[config.mk]
export PLATFORM = sky130hd
export DESIGN_NAME = bcd_addsub_serial_flat
export DESIGN_NICKNAME = d
export VERILOG_FILES = /design/src/rtl/bcd_pkg.sv /design/src/rtl/bcd_addsub_serial_if.sv /design/src/rtl/bcd_digit_adder.sv /design/src/rtl/bcd_addsub_serial.sv /design/src/flat_wrapper.sv
export SDC_FILE = /design/constraint.sdc
export NUM_CORES = 1
export LEC_CHECK = 0
export CORE_UTILIZATION = 30
export CTS_BUF_LIST = sky130_fd_sc_hd__clkbuf_4 sky130_fd_sc_hd__clkbuf_8 sky130_fd_sc_hd__clkbuf_16
export DETAILED_ROUTE_END_ITERATION = 8
export PLACE_DENSITY = 0.63
export SLEW_MARGIN = 40
export SYNTH_ARGS = -nofsm -noshare
export SYNTH_HDL_FRONTEND = slang
export SYNTH_SLANG_ARGS = --single-unit
[constraint.sdc]
create_clock -name clk -period 5.6 [get_ports clk]
set_clock_uncertainty 0.05 [all_clocks]
set_input_delay 1.12 -clock clk [delete_from_list [all_inputs] [get_ports clk]]
set_output_delay 1.12 -clock clk [all_outputs]
set_load 0.02 [all_outputs]
[src/rtl/bcd_pkg.sv]
// Shared types and constants for the digit-serial BCD adder/subtractor.
// Contents: bcd_digit_t, BCD_MAX / BCD_CORR digit constants, bcd_state_t FSM encoding.
package bcd_pkg;

    typedef logic [3:0] bcd_digit_t;

    localparam bcd_digit_t BCD_MAX  = 4'd9;
    localparam bcd_digit_t BCD_CORR = 4'd6;

    typedef enum logic [1:0] {
        ST_IDLE = 2'd0,
        ST_RUN  = 2'd1,
        ST_DONE = 2'd2
    } bcd_state_t;

endpackage

[src/rtl/bcd_addsub_serial_if.sv]
// Request/response bundle for bcd_addsub_serial.
// Request side : in_valid/in_ready handshake, operands in_a/in_b (packed BCD), in_sub, in_cin.
// Response side: out_valid/out_ready handshake, out_sum (packed BCD), out_cout, out_err.
// master = producer/consumer side, slave = the arithmetic block.
interface bcd_addsub_serial_if #(
    parameter int unsigned DIGITS = 4
);
    localparam int unsigned W = 4 * DIGITS;

    logic         in_valid;
    logic         in_ready;
    logic [W-1:0] in_a;
    logic [W-1:0] in_b;
    logic         in_sub;
    logic         in_cin;
    logic         out_valid;
    logic         out_ready;
    logic [W-1:0] out_sum;
    logic         out_cout;
    logic         out_err;

    modport master (
        output in_valid, in_a, in_b, in_sub, in_cin, out_ready,
        input  in_ready, out_valid, out_sum, out_cout, out_err
    );

    modport slave (
        input  in_valid, in_a, in_b, in_sub, in_cin, out_ready,
        output in_ready, out_valid, out_sum, out_cout, out_err
    );

endinterface

[src/rtl/bcd_digit_adder.sv]
// Combinational single-digit BCD adder with decimal (>9) correction.
// Ports: a, b (BCD digits), cin -> digit (corrected BCD digit), cout (decimal carry).
module bcd_digit_adder
    import bcd_pkg::*;
(
    input  bcd_digit_t a,
    input  bcd_digit_t b,
    input  logic       cin,
    output bcd_digit_t digit,
    output logic       cout
);

    logic [4:0] s;

    // 5-bit binary sum, then add 6 to skip the unused codes when it exceeds 9
    assign s     = 5'(a) + 5'(b) + 5'(cin);
    assign cout  = (s > 5'(BCD_MAX));
    assign digit = cout ? 4'(s + 5'(BCD_CORR)) : s[3:0];

endmodule

[src/rtl/bcd_addsub_serial.sv]
// Digit-serial N-digit BCD adder/subtractor, one digit per clock, LSD first.
// Ports: clk, rst_n (async active-low), bus (bcd_addsub_serial_if.slave).
// Subtraction adds the nines complement of B with carry-in ~in_cin; the result is
// left in ten's complement form when out_cout=0 (borrow).
// Optional build macro BCD_DIGIT_CHECK_EN: flags any input digit >9 on out_err.
module bcd_addsub_serial
    import bcd_pkg::*;
#(
    parameter int unsigned DIGITS = 4
) (
    input logic                  clk,
    input logic                  rst_n,
    bcd_addsub_serial_if.slave   bus
);

    localparam int unsigned W  = 4 * DIGITS;
    localparam int unsigned CW = (DIGITS > 1) ? $clog2(DIGITS) : 1;

    bcd_state_t    state;
    logic [W-1:0]  a_sh;
    logic [W-1:0]  b_sh;
    logic [W-1:0]  acc;
    logic [W-1:0]  acc_next;
    logic [CW-1:0] cnt;
    logic          carry;
    logic          sub_q;
    logic          out_valid_q;
    logic [W-1:0]  out_sum_q;
    logic          out_cout_q;

    bcd_digit_t    a_i;
    bcd_digit_t    b_i;
    bcd_digit_t    b_eff;
    bcd_digit_t    digit;
    logic          dcout;

    // Current digit pair and nines-complement mux in front of the shared adder
    assign a_i   = a_sh[3:0];
    assign b_i   = b_sh[3:0];
    assign b_eff = sub_q ? 4'(BCD_MAX - b_i) : b_i;

    bcd_digit_adder u_digit_adder (
        .a     (a_i),
        .b     (b_eff),
        .cin   (carry),
        .digit (digit),
        .cout  (dcout)
    );

    // Result digit enters at the MSB end; written as shifts so DIGITS=1 needs no special case
    assign acc_next = (acc >> 4) | (W'(digit) << (W - 4));

    // Control FSM and datapath registers
    always_ff @(posedge clk or negedge rst_n) begin
        if (!rst_n) begin
            state       <= ST_IDLE;
            a_sh        <= '0;
            b_sh        <= '0;
            acc         <= '0;
            cnt         <= '0;
            carry       <= 1'b0;
            sub_q       <= 1'b0;
            out_valid_q <= 1'b0;
            out_sum_q   <= '0;
            out_cout_q  <= 1'b0;
        end else begin
            case (state)
                ST_IDLE: begin
                    if (bus.in_valid) begin
                        a_sh  <= bus.in_a;
                        b_sh  <= bus.in_b;
                        sub_q <= bus.in_sub;
                        carry <= bus.in_sub ? ~bus.in_cin : bus.in_cin;
                        cnt   <= '0;
                        state <= ST_RUN;
                    end
                end
                ST_RUN: begin
                    a_sh  <= a_sh >> 4;
                    b_sh  <= b_sh >> 4;
                    acc   <= acc_next;
                    carry <= dcout;
                    cnt   <= cnt + CW'(1);
                    if (cnt == CW'(DIGITS - 1)) begin
                        state       <= ST_DONE;
                        out_valid_q <= 1'b1;
                        out_sum_q   <= acc_next;
                        out_cout_q  <= dcout;
                    end
                end
                ST_DONE: begin
                    if (bus.out_ready) begin
                        state       <= ST_IDLE;
                        out_valid_q <= 1'b0;
                    end
                end
                default: state <= ST_IDLE;
            endcase
        end
    end

    assign bus.in_ready  = (state == ST_IDLE);
    assign bus.out_valid = out_valid_q;
    assign bus.out_sum   = out_sum_q;
    assign bus.out_cout  = out_cout_q;

`ifdef BCD_DIGIT_CHECK_EN
    logic err_q;

    // Sticky invalid-digit flag, cleared when a new request is accepted
    always_ff @(posedge clk or negedge rst_n) begin
        if (!rst_n) begin
            err_q <= 1'b0;
        end else if (state == ST_IDLE && bus.in_valid) begin
            err_q <= 1'b0;
        end else if (state == ST_RUN && (a_i > BCD_MAX || b_i > BCD_MAX)) begin
            err_q <= 1'b1;
        end
    end

    assign bus.out_err = err_q;
`else
    assign bus.out_err = 1'b0;
`endif

endmodule

[src/flat_wrapper.sv]
// flat-port wrapper written by rule: the top's interface ports become plain ports
module bcd_addsub_serial_flat import bcd_pkg::*;
#(
    parameter int unsigned DIGITS = 4
)
  (clk, rst_n, bus_in_valid, bus_in_a, bus_in_b, bus_in_sub, bus_in_cin, bus_out_ready, bus_in_ready, bus_out_valid, bus_out_sum, bus_out_cout, bus_out_err);
  bcd_addsub_serial_if #(.DIGITS(DIGITS)) bus_i ();
  input logic clk;
  input logic rst_n;
  input wire logic [$bits(bus_i.in_valid)-1:0] bus_in_valid;
  input wire logic [$bits(bus_i.in_a)-1:0] bus_in_a;
  input wire logic [$bits(bus_i.in_b)-1:0] bus_in_b;
  input wire logic [$bits(bus_i.in_sub)-1:0] bus_in_sub;
  input wire logic [$bits(bus_i.in_cin)-1:0] bus_in_cin;
  input wire logic [$bits(bus_i.out_ready)-1:0] bus_out_ready;
  output wire logic [$bits(bus_i.in_ready)-1:0] bus_in_ready;
  output wire logic [$bits(bus_i.out_valid)-1:0] bus_out_valid;
  output wire logic [$bits(bus_i.out_sum)-1:0] bus_out_sum;
  output wire logic [$bits(bus_i.out_cout)-1:0] bus_out_cout;
  output wire logic [$bits(bus_i.out_err)-1:0] bus_out_err;
  assign bus_i.in_valid = bus_in_valid;
  assign bus_i.in_a = bus_in_a;
  assign bus_i.in_b = bus_in_b;
  assign bus_i.in_sub = bus_in_sub;
  assign bus_i.in_cin = bus_in_cin;
  assign bus_i.out_ready = bus_out_ready;
  assign bus_in_ready = bus_i.in_ready;
  assign bus_out_valid = bus_i.out_valid;
  assign bus_out_sum = bus_i.out_sum;
  assign bus_out_cout = bus_i.out_cout;
  assign bus_out_err = bus_i.out_err;
  bcd_addsub_serial #(.DIGITS(DIGITS)) u_core (.clk(clk), .rst_n(rst_n), .bus(bus_i));
endmodule
==> reports/qor.csv, run 1 <==
stage;metric;value;unit
run_status;status;finished, final reports clean;
clock_tree;clk slew on worst S/H paths;0.08;ns
synthesis;top cells, area;sky130_fd_sc_hd__dfrtp_1, sky130_fd_sc_hd__nand2_1, sky130_fd_sc_hd__a31oi_1;
synthesis;number of cells in Yosys stat;335;
sta;setup total negative slack;0;ns
detailed_routing;First DRT Iteration DRCs;99;
synthesis;sequential-to-total area share from yosys stat;0.541;
synthesis;post-synthesis share of cell area spent on full adders, half adders and majority gates;0.0366;
detailed_routing;total vias in the final route;2443;
detailed_routing;final WL;6630;um
global_route;via count of the first global-routing pass;2451;
die;area inside the core boundary;10200;sq um
die;die y size;104;um
die;fp_density;0.308;
synthesis;average size of a mapped cell;9.40;sq um
pwr;net switching power;1230;uW
cells_and_area;final cell area excluding filler cells;4080;sq um
detailed_routing;via density per instance;4.64;
sta;Final Hold Violating Endpoints;0;
sta;Final Critical Period;2.92;ns
synthesis;ys async rst share;1.00;
sta;Slew HR;0.596;
synthesis;flip-flop and latch count after synthesis;68;
global_route;Global Route met3 Usage;0.0370;
clock_tree;Num CTS Buffers;9;
critical_path;number of buffer and inverter stages on the critical path;1;
cells_and_area;layout overhead on the synthesized area;29.5;%
pwr;combinational cell fraction of total power;0.523;
placement;Final Wtd Congestion;0.709;
synthesis;cell area after synthesis;3150;sq um
sta;Final Cycle Share;0.521;
die;Placement Rows;37;
pwr;internal power consumption;1730;uW
die;DIE WIDTH;104;um
critical_path;Worst Setup EP;bus_in_ready;
critical_path;beginning of the critical path;u_core.state[0];
pwr;proportion of power drawn by the clock network;0.179;
critical_path;CP peak stage delay;0.67;ns
clock_tree;number of levels in the clock H-tree;3;
detailed_routing;drc violations;0;
placement;Buffers on Ports;56;
clock_tree;post-CTS setup buffer count;0;
synthesis;share of the synthesized netlist area taken by xor and xnor gates;0.0187;
synthesis;number of nets at floorplan;381;
sta;number of setup violations in the final report;0;
critical_path;Worst path depth;2;
synthesis;compound-cell area share of the yosys netlist;0.120;
clock_tree;CTS tree;yes;
critical_path;reg-to-reg critical path endpoint;u_core.acc[13];
min_path;Worst Hold Depth;2;
synthesis;Most used DFF post-synth;sky130_fd_sc_hd__dfrtp_1;
sta;Slew @ Worst Pin;0.606;ns
detailed_routing;number of detailed-routing iterations run before antenna repair;4;
sta;final count of pins violating max slew;0;
detailed_routing;routed length on met2;3060;um
pwr;switching share of total power;0.416;
critical_path;maximum net fanout on the critical path;7;
synthesis;Distinct lib cells used;42;
critical_path;required time of the worst setup path;4.43;ns
clock_tree;maximum clock insertion buffer count;2;
critical_path;kind of launch point of the worst setup path;flop;
placement;area post-placement;3810;sq um
min_path;class of the tightest hold or removal check;flop to flop;
sta;Peak Freq;343;MHz
detailed_routing;Post-DRT Antenna Nets;0;
clock_tree;post-cts sizing count;0;
cells_and_area;dominant logic cell types in the final layout;sky130_fd_sc_hd__nand2_1, sky130_fd_sc_hd__dfrtp_1, sky130_fd_sc_hd__clkdlybuf4s50_1, sky130_fd_sc_hd__nor2_1, sky130_fd_sc_hd__a31oi_1;
synthesis;post-synth tally of flip-flops with integrated enable;0;
cells_and_area;fraction of final layout cells with drive strength greater than 1;0.0846;
critical_path;worst-path cell with the longest stage delay;sky130_fd_sc_hd__clkdlybuf4s50_1;
pwr;part of the total power dissipated in sequential elements;0.298;
pwr;Leakage;0.00184;uW
critical_path;arrival time of the worst setup path;1.75;ns
cells_and_area;final net count;432;
global_route;met1 capacity usage during global routing;0.172;
global_route;initial antenna violation count;0;
synthesis;main logic family after synthesis;simple AND/OR/NAND/NOR gates;
synthesis;area fraction of the dominant cell type after synthesis;0.541;
cells_and_area;Antenna Diode Count;0;
detailed_routing;average routed wire per standard cell;12.6;um
synthesis;Synth top cell by count;sky130_fd_sc_hd__nand2_1;
critical_path;CP top delay family;buffers and inverters;
min_path;Hold Startpoint;u_core.acc[6];
global_route;global-route layer with the greatest usage;met2;
synthesis;Synth warnings;0;
synthesis;top cell type by total area after synthesis;sky130_fd_sc_hd__dfrtp_1;
die;count of boundary I/O pins;58;
pwr;power per unit of standard cell area;726;nW/um^2
synthesis;yosys-reported design area after synthesis;3150;sq um
detailed_routing;uppermost layer routed;met4;
detailed_routing;routed length on met3;308;um
sta;Worst Hold Margin;0.428;ns
synthesis;Syn Inst Count;335;
clock_tree;CTS root buffer;sky130_fd_sc_hd__clkbuf_8;
sta;unrepaired setup endpoints after global routing;false;
synthesis;top cell types by occurrence after synthesis;sky130_fd_sc_hd__nand2_1, sky130_fd_sc_hd__dfrtp_1, sky130_fd_sc_hd__nor2_1;
flow_run;stage-log warning count;26;
global_route;GR met2 Demand/Resource;0.213;
clock_tree;post-cts hold-fix buffer tally;0;
global_route;wire length of the first global-routing pass;11700;um
clock_tree;TritonCTS Sinks;68;
synthesis;multiplexer share of the synthesized area;0.0588;
placement;HPWL after detailed placement;4460;um
critical_path;launching point of the worst reg2reg path;u_core.sub_q;
pwr;peak supply drop;0.000408;V
detailed_routing;routed metal-1 wire length;3180;um
critical_path;critical path type;flop to primary output;
-- run 1: area by class of cell --
cell class	count	area, sq um
clock buffers	9	124
clock inverters	6	138
fillers	1026	6150
inverters	8	30.0
multi-input cells	239	1330
flip-flops and latches	68	1700
well taps	136	170
repair buffers	60	589
-- run 1: metrics by stage --
stage,setup slack (ns),utilization,std cells
floorplan,3.05,-,335
detailed placement,2.80,0.373,511
finish,2.68,0.399,526
global placement,2.94,0.372,511
global route,2.63,0.399,526
CTS,2.71,0.398,526
-- run 1: power groups by stage --
stage | Combinational [uW] | Clock, uW | Sequential (uW)
after floorplan | 1110 | 0 | 920
after global routing | 1730 | 567 | 912
after global placement | 1490 | 0 | 882
final | 1550 | 530 | 882
after detailed placement | 1550 | 0 | 893
after CTS | 1560 | 543 | 884
Fig. 1: run 1, clock wires, drivers and flops
Scale bar: 20 um.
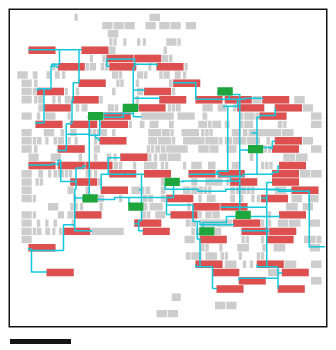
clock wires: shown in cyan, length 905 um. clock drivers: shown in green, count 9. flip-flops: shown in red, count 68.
There are 10 routed clock nets.

Fig. 2: run 1, close-up of the layout
Window x 32 to 72, y 11 to 51 um. Cells in gray, sequential cells in the stronger gray; small squares are vias.
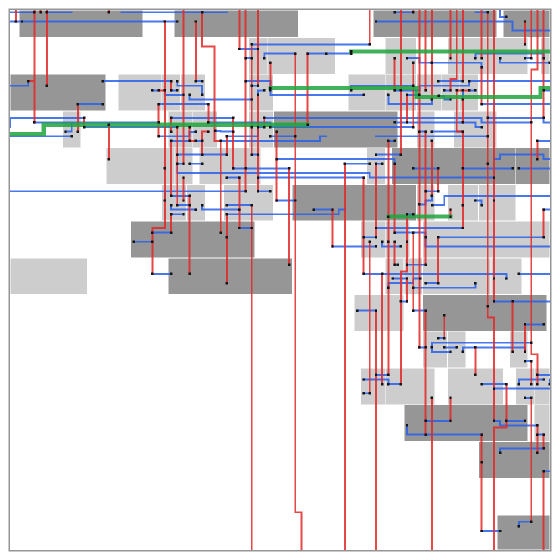
metal 1: shown in blue. metal 2: shown in red. metal 3: shown in green.
Netlist names of flops here include u_core.b_sh (3), u_core.bus.out_sum (2), u_core.cnt (2). Sequential cells in the window: 12. 59 logic cells have their middle in the window. Most frequent: nand2_1 (13), dfrtp_1 (12), o21ai_0 (8).

Fig. 3: run 1, the metal 3 layer
Scale bar: 20 um.
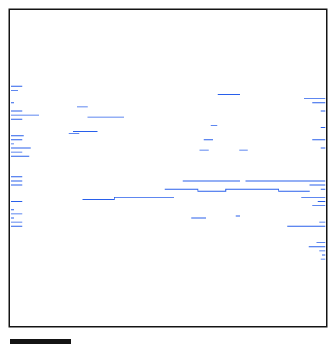
The longest straight run is 26.1 um. 48 nets have wire on it. The wires run mostly horizontal.

==> run 2: changes to the inputs <==
clock period = 2.8 ns   (was 5.6 ns; I/O delays follow)
==> run 2 against run 1 <==
Compared with the run above:
- final cell count rose by 0.95%
- routed wire length down 0.48%
- sequential cell count is the same
- sequential power grew 98%
- critical endpoint is now u_core.acc[14]
==> reports/qor.csv, run 2 <==
stage;metric;value;unit;change
pwr;peak supply drop;0.000605;V;+48%
critical_path;CP top delay family;adder cells;;
sta;setup total negative slack;0;ns;unchanged
placement;Final Wtd Congestion;0.749;;+5.6%
cells_and_area;Antenna Diode Count;0;;unchanged
pwr;combinational cell fraction of total power;0.559;;+0.036
critical_path;maximum net fanout on the critical path;6;;-1
cells_and_area;final cell area excluding filler cells;4060;sq um;-0.40%
critical_path;required time of the worst setup path;3.00;ns;-1.43 ns
synthesis;average size of a mapped cell;9.40;sq um;unchanged
detailed_routing;Post-DRT Antenna Nets;0;;unchanged
pwr;power per unit of standard cell area;1420;nW/um^2;+96%
synthesis;cell area after synthesis;3150;sq um;unchanged
placement;Buffers on Ports;56;;unchanged
pwr;top power consumer group;combinational logic;;
pwr;internal power consumption;3280;uW;+90%
clock_tree;post-cts hold-fix buffer tally;0;;unchanged
pwr;sequential cell power;1750;uW;+98%
placement;HPWL after detailed placement;4460;um;about the same
clock_tree;post-CTS setup buffer count;0;;unchanged
critical_path;kind of launch point of the worst setup path;flop;;
detailed_routing;routed length on met2;3030;um;-1.1%
clock_tree;Num CTS Buffers;9;;unchanged
synthesis;top cell types by occurrence after synthesis;sky130_fd_sc_hd__nand2_1, sky130_fd_sc_hd__dfrtp_1, sky130_fd_sc_hd__nor2_1;;
global_route;Global Route met3 Usage;0.0470;;+0.0100
critical_path;CP peak stage delay;0.41;ns;-0.26 ns
clock_tree;post-cts sizing count;0;;unchanged
clock_tree;number of levels in the clock H-tree;3;;unchanged
detailed_routing;drc violations;0;;unchanged
sta;final count of pins violating max slew;0;;unchanged
pwr;net switching power;2490;uW;+100%
global_route;initial antenna violation count;0;;unchanged
detailed_routing;routed metal-1 wire length;3150;um;-0.82%
synthesis;Syn Inst Count;335;;unchanged
cells_and_area;fraction of final layout cells with drive strength greater than 1;0.104;;+0.0192
die;count of boundary I/O pins;58;;unchanged
synthesis;ys async rst share;1.00;;unchanged
min_path;class of the tightest hold or removal check;input port to asynchronous set/reset pin;;
synthesis;flip-flop and latch count after synthesis;68;;unchanged
sta;number of setup violations in the final report;0;;unchanged
sta;Final Critical Period;2.64;ns;
cells_and_area;area taken by multi-input logic gates;1340;sq um;+1.1%
sta;Final Hold Violating Endpoints;0;;unchanged
pwr;proportion of power drawn by the clock network;0.137;;-0.042
global_route;via count of the first global-routing pass;2315;;-5.5%
critical_path;launching point of the worst reg2reg path;u_core.sub_q;;
synthesis;post-synth tally of flip-flops with integrated enable;0;;unchanged
global_route;GR met2 Demand/Resource;0.202;;-0.0104
synthesis;Distinct lib cells used;42;;unchanged
pwr;switching share of total power;0.431;;+0.0154
die;Placement Rows;37;;unchanged
critical_path;beginning of the critical path;u_core.sub_q;;
critical_path;reg-to-reg critical path endpoint;u_core.acc[14];;
detailed_routing;First DRT Iteration DRCs;117;;+18%
die;DIE WIDTH;104;um;unchanged
global_route;wire length of the first global-routing pass;11000;um;-5.5%
sta;Final Cycle Share;0.945;;
detailed_routing;number of detailed-routing iterations run before antenna repair;4;;unchanged
pwr;Leakage;0.00184;uW;+0.12%
cells_and_area;dominant logic cell types in the final layout;sky130_fd_sc_hd__nand2_1, sky130_fd_sc_hd__dfrtp_1, sky130_fd_sc_hd__clkdlybuf4s50_1, sky130_fd_sc_hd__nor2_1, sky130_fd_sc_hd__a31oi_1;;
synthesis;number of cells in Yosys stat;335;;unchanged
flow_run;stage-log warning count;26;;unchanged
synthesis;number of nets at floorplan;381;;unchanged
cells_and_area;combined flip-flop and latch cell area;1700;sq um;unchanged
sta;Final Worst Setup Slack;0.155;ns;-2.53 ns
detailed_routing;via density per instance;4.56;;-1.8%
synthesis;Synth top cell by count;sky130_fd_sc_hd__nand2_1;;
synthesis;yosys-reported design area after synthesis;3150;sq um;unchanged
synthesis;sequential-to-total area share from yosys stat;0.541;;unchanged
clock_tree;CTS tree;yes;;
critical_path;worst-path cell with the longest stage delay;sky130_fd_sc_hd__dfrtp_1;;
critical_path;Worst Setup EP;u_core.acc[14];;
critical_path;Worst path depth;10;;+8
detailed_routing;final WL;6600;um;-0.48%
die;die y size;104;um;unchanged
placement;area post-placement;3830;sq um;+0.43%
run_status;status;finished, final reports clean;;
detailed_routing;uppermost layer routed;met4;;
synthesis;Most used DFF post-synth;sky130_fd_sc_hd__dfrtp_1;;
global_route;global-route layer with the greatest usage;met2;;
cells_and_area;final net count;436;;+0.93%
clock_tree;clk slew on worst S/H paths;0.07;ns;about the same
cells_and_area;layout overhead on the synthesized area;29.0;%;
[run 2: cell counts after synthesis]
No cell type changed its count.
[run 2: cells by family (layout without fill, tap and decap cells)]
family	count (synthesis)	after routing	share of synthesized area
xor gates and xnor gates	5	5	0.0187
buffers and inverters	28	88	0.0401
other	1	1	0.00119
adders and majority gates	8	8	0.0366
DFF	68	68	0.541
muxes	17	17	0.0588
AOI/OAI and AO/OA	61	61	0.120
and+or+nand+nor	147	147	0.184
[run 2: area by class of cell]
type / count / share of cell area
clock inverter: 7 / 0.0166
timing repair buffer: 64 / 0.155
clock buffer: 9 / 0.0305
sequential: 68 / 0.419
multi-input combinational: 239 / 0.330
tap: 136 / 0.0419
inverter: 8 / 0.00739
Fig. 4: run 2, placed standard cells
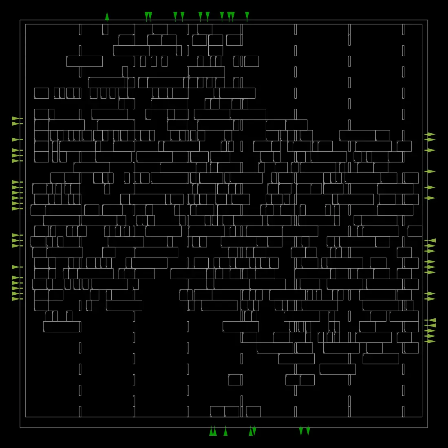
sequential portion of the cell area: 0.419
filler instances: 1057
tap cell count: 136
area inside the core boundary: 10200 sq um
final cell count without fillers: 531

Fig. 5: run 2, signal wires by layer
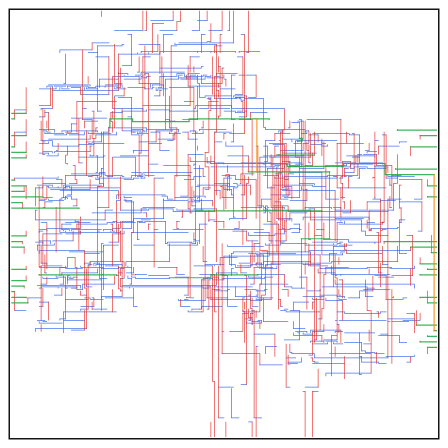
metal 1: shown in blue, wire length 3150 um. metal 4: shown in orange, wire length 51.0 um. metal 3: shown in green, wire length 371 um. metal 2: shown in red, wire length 3030 um.

==> run 3: changes to the inputs <==
SETUP_SLACK_MARGIN = 0.3   (was default)
Fig. 6: run 3, clock wires, drivers and flops
Scale bar: 20 um.
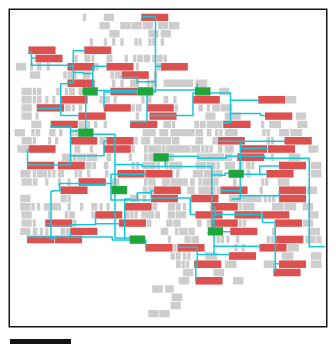
flip-flops: shown in red, count 68. clock drivers: shown in green, count 9. clock wires: shown in cyan, length 963 um.
There are 10 routed clock nets.
proportion of power drawn by the clock network: 0.134
clk pwr: 851 uW

Fig. 7: run 3, close-up of the layout
Window x 32 to 72, y 11 to 51 um. Cells in gray, sequential cells in the stronger gray; small squares are vias.
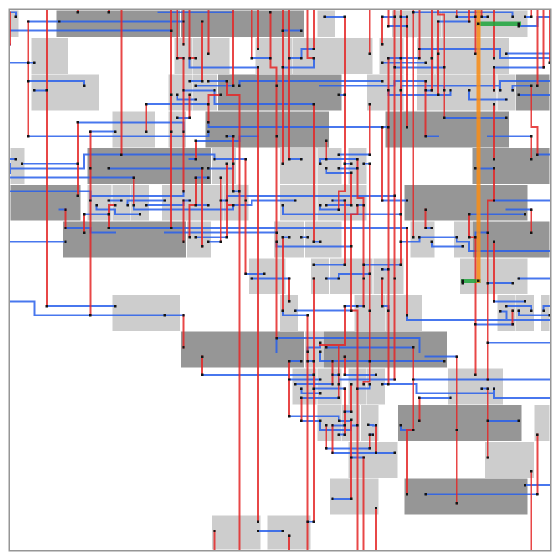
metal 4: shown in orange. metal 2: shown in red. metal 1: shown in blue. metal 3: shown in green.
Netlist names of flops here include u_core.acc (3), u_core.bus.out_sum (3), u_core.b_sh (2). Sequential cells in the window: 15. Most frequent: dfrtp_1 (15), nand2_1 (14), o21ai_0 (8). 77 logic cells have their middle in the window.

==> run 3 against run 2 <==
Compared with the run above:
- utilization is 0.91 points higher
- hold slack better by 0.080 ns
- critical path depth is the same
- sequential cell count did not move
- final cell count grew 0.75%
- combinational power increased by 15%
- area after synthesis unchanged
- first-iteration DRC count is 2.6% lower
- sequential power hardly changed
- count of clock-buffer cells in the layout stayed put
- non-clock buffer count is 4 higher
- clock power is 7.6% higher
==> reports/qor.csv, run 3 <==
stage;metric;value;unit;change
placement;post-placement cell count;512;;
synthesis;multiplexer share of the synthesized area;0.0588;;unchanged
sta;Worst Hold Margin;0.251;ns;
flow_run;Max Cap Viol;0;;
synthesis;sequential-to-total area share from yosys stat;0.541;;unchanged
critical_path;beginning of the critical path;u_core.b_sh[0];;
sta;Final Hold Violating Endpoints;0;;unchanged
cells_and_area;Flops;68;;unchanged
cells_and_area;count of plain and timing-repair buffers;68;;+6.3%
die;tap cell count;136;;unchanged
synthesis;post-synthesis share of cell area spent on full adders, half adders and majority gates;0.0366;;unchanged
critical_path;kind of launch point of the worst setup path;flop;;
cells_and_area;final cell area excluding filler cells;4150;sq um;+2.3%
synthesis;number of cells in Yosys stat;335;;unchanged
die;die y size;104;um;unchanged
synthesis;cell area after synthesis;3150;sq um;unchanged
clock_tree;worst-skew pair later-pin latency;0.34;ns;
cells_and_area;logic share of the area;0.336;;+0.00620
global_route;pin count of the biggest net entering global routing;69;;
synthesis;yosys-reported design area after synthesis;3150;sq um;unchanged
die;overall die area;10900;sq um;
cells_and_area;area taken by multi-input logic gates;1400;sq um;+4.2%
cells_and_area;#MultiIn Comb;239;;unchanged
placement;Buffers on Ports;56;;unchanged
pwr;net switching power;2700;uW;+8.7%
detailed_routing;average routed wire per standard cell;12.6;um;
global_route;via count of the first global-routing pass;2393;;+3.4%
placement;pre-CTS WS;0.134;ns;
cells_and_area;area-dominant cell class after layout;flip-flops and latches;;
critical_path;worst reg2reg path depth;10;;
cells_and_area;sequential portion of the cell area;0.410;;-0.00934
pwr;Pwr Total;6330;uW;
synthesis;flip-flop and latch count after synthesis;68;;unchanged
detailed_routing;total vias in the final route;2431;;
cells_and_area;clock buffer instance count of the final layout;9;;unchanged
sta;number of setup violations in the final report;0;;unchanged
cells_and_area;Clock buf/inv share;0.0497;;+0.00256
synthesis;Syn Inst Count;335;;unchanged
cells_and_area;number of non-clock inverters in the layout;8;;unchanged
synthesis;Synth warnings;0;;
clock_tree;number of levels in the clock H-tree;3;;unchanged
cells_and_area;filler instances;1005;;-4.9%
die;count of boundary I/O pins;58;;unchanged
synthesis;share of the synthesized netlist area taken by xor and xnor gates;0.0187;;unchanged
sta;Final Cycle Share;0.897;;-0.0480
placement;area post-placement;3830;sq um;about the same
cells_and_area;leading cell type in the layout, fill and taps excluded;sky130_fd_sc_hd__nand2_1;;
sta;Final Critical Period;2.51;ns;-0.134 ns
critical_path;required time of the worst setup path;3.02;ns;+0.02 ns
detailed_routing;First DRT Iteration DRCs;114;;-2.6%
synthesis;Most used DFF post-synth;sky130_fd_sc_hd__dfrtp_1;;
detailed_routing;drc violations;0;;unchanged
sta;Final Worst Setup Slack;0.290;ns;+0.134 ns
synthesis;main logic family after synthesis;simple AND/OR/NAND/NOR gates;;
cells_and_area;fraction of final layout cells with drive strength greater than 1;0.135;;+0.0315
pwr;power per unit of standard cell area;1520;nW/um^2;+7.3%
synthesis;Synth top cell by count;sky130_fd_sc_hd__nand2_1;;
synthesis;area fraction of the dominant cell type after synthesis;0.541;;
synthesis;post-synth tally of flip-flops with integrated enable;0;;unchanged
clock_tree;CTS root buffer;sky130_fd_sc_hd__clkbuf_8;;
cells_and_area;final net count;440;;+0.92%
critical_path;Worst Setup EP;u_core.acc[13];;
placement;HPWL after detailed placement;4340;um;-2.6%
global_route;wire length of the first global-routing pass;11500;um;+3.9%
cells_and_area;Antenna Diode Count;0;;unchanged
global_route;initial antenna violation count;0;;unchanged
critical_path;worst-path cell with the longest stage delay;sky130_fd_sc_hd__dfrtp_1;;
run_status;status;finished, final reports clean;;
critical_path;CP top delay family;adder cells;;
pwr;switching share of total power;0.427;;-0.00403
pwr;Leakage;0.00186;uW;+1.0%
clock_tree;CTS tree;yes;;
critical_path;maximum net fanout on the critical path;6;;unchanged
synthesis;compound-cell area share of the yosys netlist;0.120;;unchanged
critical_path;capturing element type of the critical path;flop;;
sta;setup total negative slack;0;ns;unchanged
synthesis;number of nets at floorplan;381;;unchanged
cells_and_area;final cell count without fillers;535;;+0.75%
synthesis;top cell types by occurrence after synthesis;sky130_fd_sc_hd__nand2_1, sky130_fd_sc_hd__dfrtp_1, sky130_fd_sc_hd__nor2_1;;
clock_tree;maximum clock insertion buffer count;2;;
detailed_routing;via density per instance;4.54;;-0.42%
critical_path;launching point of the worst reg2reg path;u_core.b_sh[0];;
critical_path;reg-to-reg critical path endpoint;u_core.acc[13];;
detailed_routing;Post-DRT Antenna Nets;0;;unchanged
detailed_routing;final WL;6720;um;+1.7%
pwr;peak supply drop;0.000684;V;+13%
die;DIE WIDTH;104;um;unchanged
sta;Peak Freq;398;MHz;
pwr;combinational cell fraction of total power;0.588;;+0.029
cells_and_area;dominant logic cell types in the final layout;sky130_fd_sc_hd__nand2_1, sky130_fd_sc_hd__dfrtp_1, sky130_fd_sc_hd__clkdlybuf4s50_1, sky130_fd_sc_hd__nor2_1, sky130_fd_sc_hd__a31oi_1;;
sta;final count of pins violating max slew;0;;unchanged
cells_and_area;layout overhead on the synthesized area;32.0;%;
synthesis;top cell type by total area after synthesis;sky130_fd_sc_hd__dfrtp_1;;
min_path;class of the tightest hold or removal check;input port to asynchronous set/reset pin;;
die;Placement Rows;37;;unchanged
synthesis;ys async rst share;1.00;;unchanged
synthesis;Distinct lib cells used;42;;unchanged
cells_and_area;combined flip-flop and latch cell area;1700;sq um;unchanged
flow_run;stage-log warning count;28;;+7.7%
placement;Final Wtd Congestion;0.729;;-2.6%
synthesis;average size of a mapped cell;9.40;sq um;unchanged
critical_path;CP peak stage delay;0.41;ns;about the same
die;area inside the core boundary;10200;sq um;unchanged
pwr;internal power consumption;3630;uW;+11%
critical_path;arrival time of the worst setup path;2.73;ns;
clock_tree;TritonCTS Sinks;68;;
critical_path;flop2flop setup slack;0.29;ns;
synthesis;basic-gate share of the synthesized area counting and, or, nand and nor cells;0.184;;unchanged
clock_tree;Num CTS Buffers;9;;unchanged
sta;Slew HR;0.590;;
clock_tree;clk slew on worst S/H paths;0.08;ns;about the same
critical_path;number of buffer and inverter stages on the critical path;2;;
detailed_routing;number of detailed-routing iterations run before antenna repair;4;;unchanged
cells_and_area;NonClk Buf Share;0.156;;+0.00167
critical_path;Worst path depth;10;;unchanged
## run 3: power by group through the flow
stage,Sequential [uW],Combinational (uW),Clock (uW)
final,1760,3730,851
after global routing,1830,4120,924
after CTS,1750,3520,878
after detailed placement,1780,3140,0
after global placement,1760,3020,0
after floorplan,1840,2270,0
## run 3: per-layer routing
metal / wire [um] / track usage / vias to the layer above
met4: 51 / 0.0520 / 0
met1: 3150 / 0.161 / 1146
met2: 3250 / 0.218 / 43
met5: 0 / 0 / -
met3: 267 / 0.0407 / 5
li1: - / - / 1237
## run 3: what timing repair did
item	CTS	global route
pin swaps	3	5
setup buffers	6	1
hold endpoints to repair	0	0
hold buffers	0	0
setup endpoints to repair	8	8
gates resized	5	9
Power and IR drop assume default switching activity.
